## src/rtl/alu_mc_pkg.sv

```systemverilog
// Shared opcode encoding, FSM state type and opcode classification helpers
// for the multi-cycle ALU.
package alu_mc_pkg;

  localparam int OPC_W = 4;

  typedef enum logic [OPC_W-1:0] {
    OPC_NEG  = 4'b0000,
    OPC_INC  = 4'b0001,
    OPC_ADD  = 4'b0010,
    OPC_ADDH = 4'b0011,
    OPC_AND  = 4'b0100,
    OPC_OR   = 4'b0101,
    OPC_CAT  = 4'b0110,
    OPC_SUB  = 4'b0111,
    OPC_MUL  = 4'b1000,
    OPC_SRA  = 4'b1001,
    OPC_SLL  = 4'b1010
  } opc_e;

  typedef enum logic {
    ST_IDLE = 1'b0,
    ST_RUN  = 1'b1
  } state_e;

  function automatic logic is_multicycle(input logic [OPC_W-1:0] opc);
    logic mc_s;
    case (opc)
      OPC_MUL, OPC_SRA, OPC_SLL: mc_s = 1'b1;
      default:                   mc_s = 1'b0;
    endcase
    return mc_s;
  endfunction

  function automatic logic is_shift(input logic [OPC_W-1:0] opc);
    logic sh_s;
    case (opc)
      OPC_SRA, OPC_SLL: sh_s = 1'b1;
      default:          sh_s = 1'b0;
    endcase
    return sh_s;
  endfunction

endpackage

```

## src/rtl/alu_mc_comb.sv

```systemverilog
// Single-cycle ALU operations with carry/overflow generation. Shift opcodes
// here only cover the zero-shift case; the top iterates non-zero shifts.
module alu_mc_comb
  import alu_mc_pkg::*;
#(
  parameter int WIDTH = 16
) (
  input  logic [OPC_W-1:0] opc,
  input  logic [WIDTH-1:0] ina,
  input  logic [WIDTH-1:0] inb,
  input  logic             inc,
  output logic [WIDTH-1:0] res,
  output logic             cout,
  output logic             ovf
);

  localparam int HW = WIDTH / 2;

  logic [WIDTH-1:0] opa_s;
  logic [WIDTH-1:0] opb_s;
  logic             cin_s;
  logic [WIDTH:0]   sum_s;
  logic             sovf_s;

  // Operand selection for the shared adder: every arithmetic op is a + b + cin.
  always_comb begin
    opa_s = ina;
    opb_s = {WIDTH{1'b0}};
    cin_s = 1'b0;
    case (opc)
      OPC_NEG: begin
        opa_s = ~ina;
        cin_s = 1'b1;
      end
      OPC_INC: begin
        cin_s = 1'b1;
      end
      OPC_ADD: begin
        opb_s = inb;
        cin_s = inc;
      end
      OPC_ADDH: begin
        opb_s = {inb[WIDTH-1], inb[WIDTH-1:1]};
      end
      OPC_SUB: begin
        opb_s = ~inb;
        cin_s = 1'b1;
      end
      default: begin
        opa_s = ina;
        opb_s = {WIDTH{1'b0}};
        cin_s = 1'b0;
      end
    endcase
  end

  // Shared adder and signed-overflow detector on the effective operands.
  always_comb begin
    sum_s  = {1'b0, opa_s} + {1'b0, opb_s} + {{WIDTH{1'b0}}, cin_s};
    sovf_s = (opa_s[WIDTH-1] == opb_s[WIDTH-1]) && (sum_s[WIDTH-1] != opa_s[WIDTH-1]);
  end

  // Result and flag selection per opcode; illegal opcodes give all zeros.
  always_comb begin
    res  = {WIDTH{1'b0}};
    cout = 1'b0;
    ovf  = 1'b0;
    case (opc)
      OPC_NEG, OPC_INC: begin
        res  = sum_s[WIDTH-1:0];
        cout = sum_s[WIDTH];
      end
      OPC_ADD, OPC_ADDH, OPC_SUB: begin
        res  = sum_s[WIDTH-1:0];
        cout = sum_s[WIDTH];
        ovf  = sovf_s;
      end
      OPC_AND: res = ina & inb;
      OPC_OR:  res = ina | inb;
      OPC_CAT: res = {ina[HW-1:0], inb[HW-1:0]};
      OPC_SRA, OPC_SLL: res = ina;
      default: begin
        res  = {WIDTH{1'b0}};
        cout = 1'b0;
        ovf  = 1'b0;
      end
    endcase
  end

endmodule

```

## src/rtl/alu_mc.sv

```systemverilog
// Multi-cycle ALU: single-cycle ops through alu_mc_comb, iterative
// shift-add multiply and one-bit-per-cycle shifts, with start/busy/done.
module alu_mc
  import alu_mc_pkg::*;
#(
  parameter int WIDTH = 16,
  parameter int SHW   = $clog2(WIDTH)
) (
  input  logic             clk,
  input  logic             rst,
  input  logic             start,
  input  logic [OPC_W-1:0] opc,
  input  logic [WIDTH-1:0] ina,
  input  logic [WIDTH-1:0] inb,
  input  logic             inc,
  output logic [WIDTH-1:0] w,
  output logic             zer,
  output logic             neg,
  output logic             cout,
  output logic             ovf,
  output logic             busy,
  output logic             done
);

  // Counter must hold both WIDTH (multiply) and the largest shift amount.
  localparam int CWM = $clog2(WIDTH + 1);
  localparam int CW  = (CWM > SHW) ? CWM : SHW;
  localparam logic [CW-1:0] CNT_ONE = CW'(1);

  state_e           state_r;
  logic [OPC_W-1:0] op_r;
  logic [WIDTH-1:0] acc_r;
  logic [WIDTH-1:0] mpa_r;
  logic [WIDTH-1:0] mpb_r;
  logic [CW-1:0]    cnt_r;

  logic [WIDTH-1:0] comb_res_s;
  logic             comb_cout_s;
  logic             comb_ovf_s;
  logic [WIDTH-1:0] acc_nxt_s;
  logic [SHW-1:0]   shamt_s;

  assign shamt_s = inb[SHW-1:0];

  alu_mc_comb #(
    .WIDTH(WIDTH)
  ) u_comb (
    .opc  (opc),
    .ina  (ina),
    .inb  (inb),
    .inc  (inc),
    .res  (comb_res_s),
    .cout (comb_cout_s),
    .ovf  (comb_ovf_s)
  );

  // One iteration of the running multi-cycle operation.
  always_comb begin
    acc_nxt_s = acc_r;
    case (op_r)
      OPC_MUL: begin
        if (mpb_r[0]) begin
          acc_nxt_s = acc_r + mpa_r;
        end else begin
          acc_nxt_s = acc_r;
        end
      end
      OPC_SRA: acc_nxt_s = {acc_r[WIDTH-1], acc_r[WIDTH-1:1]};
      OPC_SLL: acc_nxt_s = {acc_r[WIDTH-2:0], 1'b0};
      default: acc_nxt_s = acc_r;
    endcase
  end

  // Control FSM, iteration registers and registered outputs.
  always_ff @(posedge clk) begin
    if (rst) begin
      state_r <= ST_IDLE;
      op_r    <= {OPC_W{1'b0}};
      acc_r   <= {WIDTH{1'b0}};
      mpa_r   <= {WIDTH{1'b0}};
      mpb_r   <= {WIDTH{1'b0}};
      cnt_r   <= {CW{1'b0}};
      w       <= {WIDTH{1'b0}};
      zer     <= 1'b0;
      neg     <= 1'b0;
      cout    <= 1'b0;
      ovf     <= 1'b0;
      busy    <= 1'b0;
      done    <= 1'b0;
    end else begin
      done <= 1'b0;
      case (state_r)
        ST_IDLE: begin
          if (start) begin
            if (opc == OPC_MUL) begin
              state_r <= ST_RUN;
              op_r    <= opc;
              cnt_r   <= CW'(WIDTH);
              acc_r   <= {WIDTH{1'b0}};
              mpa_r   <= ina;
              mpb_r   <= inb;
              busy    <= 1'b1;
            end else if (is_shift(opc) && (shamt_s != {SHW{1'b0}})) begin
              state_r <= ST_RUN;
              op_r    <= opc;
              cnt_r   <= CW'(shamt_s);
              acc_r   <= ina;
              busy    <= 1'b1;
            end else begin
              w    <= comb_res_s;
              zer  <= (comb_res_s == {WIDTH{1'b0}});
              neg  <= comb_res_s[WIDTH-1];
              cout <= comb_cout_s;
              ovf  <= comb_ovf_s;
              done <= 1'b1;
            end
          end
        end
        ST_RUN: begin
          acc_r <= acc_nxt_s;
          mpa_r <= {mpa_r[WIDTH-2:0], 1'b0};
          mpb_r <= {1'b0, mpb_r[WIDTH-1:1]};
          cnt_r <= cnt_r - CNT_ONE;
          // Only the finished value reaches w; partial results stay in acc_r.
          if (cnt_r == CNT_ONE) begin
            state_r <= ST_IDLE;
            w       <= acc_nxt_s;
            zer     <= (acc_nxt_s == {WIDTH{1'b0}});
            neg     <= acc_nxt_s[WIDTH-1];
            cout    <= 1'b0;
            ovf     <= 1'b0;
            busy    <= 1'b0;
            done    <= 1'b1;
          end else begin
            state_r <= ST_RUN;
          end
        end
        default: begin
          state_r <= ST_IDLE;
          busy    <= 1'b0;
        end
      endcase
    end
  end

endmodule
```

## config.mk

```make
export PLATFORM = sky130hd
export DESIGN_NAME = alu_mc
export DESIGN_NICKNAME = d
export VERILOG_FILES = /design/src/rtl/alu_mc_pkg.sv /design/src/rtl/alu_mc_comb.sv /design/src/rtl/alu_mc.sv
export SDC_FILE = /design/constraint.sdc
export NUM_CORES = 1
export LEC_CHECK = 0
export CELL_PAD_IN_SITES_DETAIL_PLACEMENT = 1
export CELL_PAD_IN_SITES_GLOBAL_PLACEMENT = 2
export CORE_AREA = 2 2 167 120
export CTS_CLUSTER_DIAMETER = 50
export CTS_CLUSTER_SIZE = 10
export DETAILED_ROUTE_END_ITERATION = 10
export DIE_AREA = 0 0 169 122
export PLACE_DENSITY_LB_ADDON = 0.1
export SETUP_SLACK_MARGIN = 0.5
export SLEW_MARGIN = 20
export SYNTH_ARGS = -nofsm -noshare
export SYNTH_HDL_FRONTEND = slang
export SYNTH_SLANG_ARGS = --single-unit
```

## constraint.sdc

```tcl
create_clock -name clk -period 10.5 [get_ports clk]
set_input_delay 1.575 -clock clk [delete_from_list [all_inputs] [get_ports clk]]
set_output_delay 1.575 -clock clk [all_outputs]
set_load 0.005 [all_outputs]
```

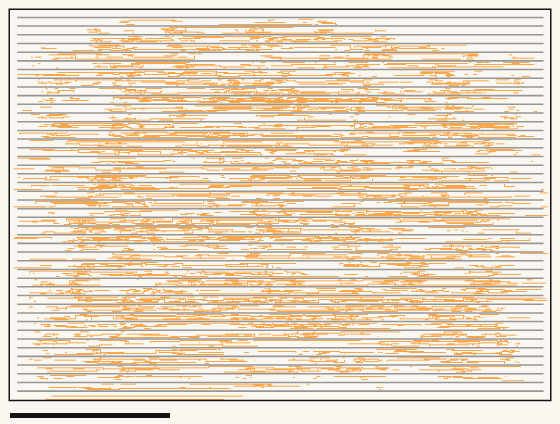
(run_1/layer_met1.png)
Scale bar: 50 um. Supply wires on this layer in gray.
The layer carries 13,600 um of wire. 983 nets have wire on it. The wires run mostly horizontal. The longest straight run is 77.7 um.
met1 Use GR: 38.8%
drt total wl: 27.4 mm

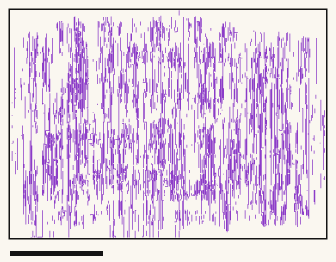
(run_1/layer_met2.png)
Scale bar: 50 um.
902 nets have wire on it. The wires run mostly vertical. The layer holds 44% of the routed length. The layer carries 12,000 um of wire. The longest straight run is 75.1 um.
met2 usage: 43.2%
Vias: 7,470

==> results.txt, run 1 <==
status: finished clean
worst vdd ir: 70.7 uV
Power, Total: 0.920 mW
Netlist cell types: 72
nets: 1,048
Worst R2R Path Depth: 9
vias in the first global route: 7,428
P_clk: 0.321 mW
syn avg cell area: 7.20 um^2
first-pass GRT wire length: 43.3 mm
Logic power comb: 0.266 mW
met2 WL: 12.0 mm
total of max-cap violations: 0
Power Sequential: 0.332 mW
initial antenna violation count: 0
OpenROAD warnings: 29
Worst-path clk slew: 70 ps
Reg-to-Reg Start: state_r$_SDFF_PP0_
startpoint types: primary input
yosys adder share: 6.68%
Overall Global Routing Usage: 27.2%
largest power group: sequential cells
Root Buffer: clkbuf_16
ant diodes: 0
synthesized instance count: 957
Routability Congestion: 0.923
CP Capture Type: register
Post-synth regs: 79
Flop area: 1580 um^2
Die Area: 20,600 um^2
final setup margin: 4310 ps
IO Port Bufs: 61
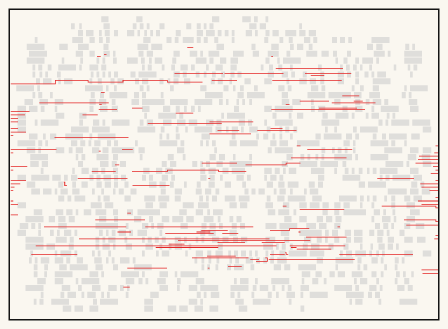
(run_1/layer_met3.png)
Cells faint in the background.
The longest straight run is 94.8 um. The wires run mostly horizontal. The layer holds 5.5% of the routed length. 92 nets have wire on it.
GR Layer Usage met3: 4.78%

-- run 1: final cells by class --
class / instances / share of cell area [%]
well taps: 247 / 3.90
inverters: 20 / 0.948
multi-input cells: 790 / 62.7
clock inverters: 6 / 0.648
clock buffers: 10 / 3.02
flip-flops and latches: 79 / 20.0
repair buffers: 73 / 8.78
-- run 1: flip-flops by register name, indices dropped and copies added, names as in the netlist --
signal,count
acc_r,16
ovf,1
state_r,1
cnt_r,5
op_r,4
cout,1
mpa_r,16
zer,1
mpb_r,16
done,1
w,16
busy,1
-- run 1: kinds of logic after synthesis --
group                      Yosys count
AOI/OAI and AO/OA                  331
xor gates and xnor gates            31
adders and majority gates           35
buffers and inverters               88
DFF                                 79
muxes                               37
and+or+nand+nor                    356
--- run 2 (diff from run 1) ---
CORE_AREA = 2 2 182 130   (was 2 2 167 120)
DIE_AREA = 0 0 184 132   (was 0 0 169 122)
clock period = 5.2 ns   (was 10.5 ns; I/O delays follow)
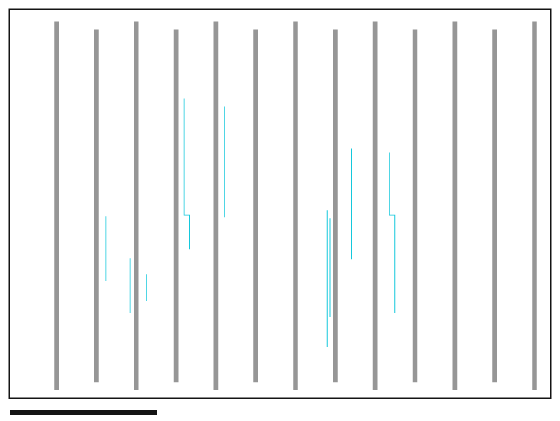
(run_2/layer_met4.png)
Scale bar: 50 um. Supply wires on this layer in gray.
The wires run mostly vertical. The longest straight run is 46.2 um.
Vias: 7,505
drt total wl: 29.5 mm

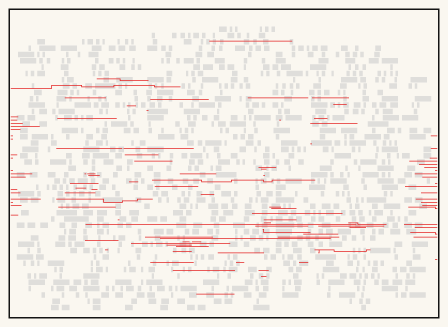
(run_2/layer_met3.png)
Cells faint in the background.
The layer holds 5.0% of the routed length. The layer carries 1,470 um of wire. The wires run mostly horizontal. The longest straight run is 116 um. 89 nets have wire on it.
GR Layer Usage met3: 5.19%

==> results.txt, run 2 <==
status: finished clean
IO Port Bufs: 61 (unchanged)
syn avg cell area: 7.20 um^2 (unchanged)
synthesized instance count: 957 (unchanged)
non-clock buffer count: 106 (+45%)
Netlist cell types: 72 (unchanged)
Slowest cell on crit path: or4_1
CLK BUF: 11 (+1)
Comb/total area: 60.4% (-2.3 points)
Flop area: 1590 um^2 (+0.16%)
Die Area: 24,300 um^2 (+18%)
nets: 1,081 (+3.1%)
Worst path most repeated cell: o31a_1
worst vdd ir: 161 uV (+130%)
Logic power comb: 0.566 mW (+110%)
Power, Total: 1.92 mW (+110%)
CP Capture Type: register
largest power group: sequential cells
well tap count: 288 (+17%)
ant diodes: 0 (unchanged)
Power Sequential: 0.682 mW (+110%)
Root Buffer: clkbuf_16
Post-synth regs: 79 (unchanged)
hold buffers post-CTS: 0
FF+latch count: 79 (unchanged)
area-dominant cell class after layout: combinational gates
Overall Global Routing Usage: 24.5% (-2.7 points)
final setup margin: 616 ps (-3700 ps)
yosys adder share: 6.68% (unchanged)
total of max-cap violations: 0 (unchanged)
startpoint types: primary input
vias in the first global route: 7,261 (-2.2%)
OpenROAD warnings: 29 (unchanged)
Routability Congestion: 0.846 (-8.4%)
met1 Use GR: 37.5% (-1.3 points)
sequential fraction of total cell area: 19.1% (-0.85 points)
P_clk: 0.671 mW (+110%)
Worst-path clk slew: 70 ps (about the same)
first-pass GRT wire length: 45.4 mm (+4.7%)
Clock-cell share: 3.59% (-0.071 points)
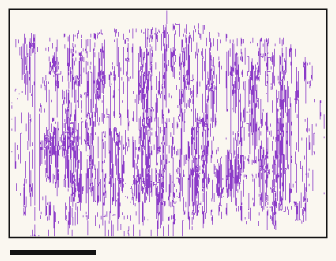
(run_2/layer_met2.png)
Scale bar: 50 um.
The layer carries 12,200 um of wire. The layer holds 41% of the routed length. 913 nets have wire on it.
met2 usage: 34.9%

==> run 2: cell counts after synthesis <==
Identical to the previous run, type by type.
==> run 2: worst paths after layout <==
| path | to | slack, ps | cells after the start |
|---|---|---|---|
| worst max-delay path | zer$_SDFFE_PP0P_ | 620 | 16 |
| worst min-delay path | w[2]$_SDFFE_PP0P_ | 450 | 2 |
| worst max register to register | zer$_SDFFE_PP0P_ | 1430 | 12 |
| worst min register to register | w[2]$_SDFFE_PP0P_ | 450 | 2 |
==> run 2: routing by layer <==
| metal | vias to the layer above | wire (um) |
|---|---|---|
| met5 | - | 0 |
| li1 | 3598 | - |
| met4 | 0 | 312 |
| met2 | 168 | 12200 |
| met1 | 3716 | 15600 |
| met3 | 23 | 1470 |
Power figures rest on the tool's default switching activity, not on a simulated workload.
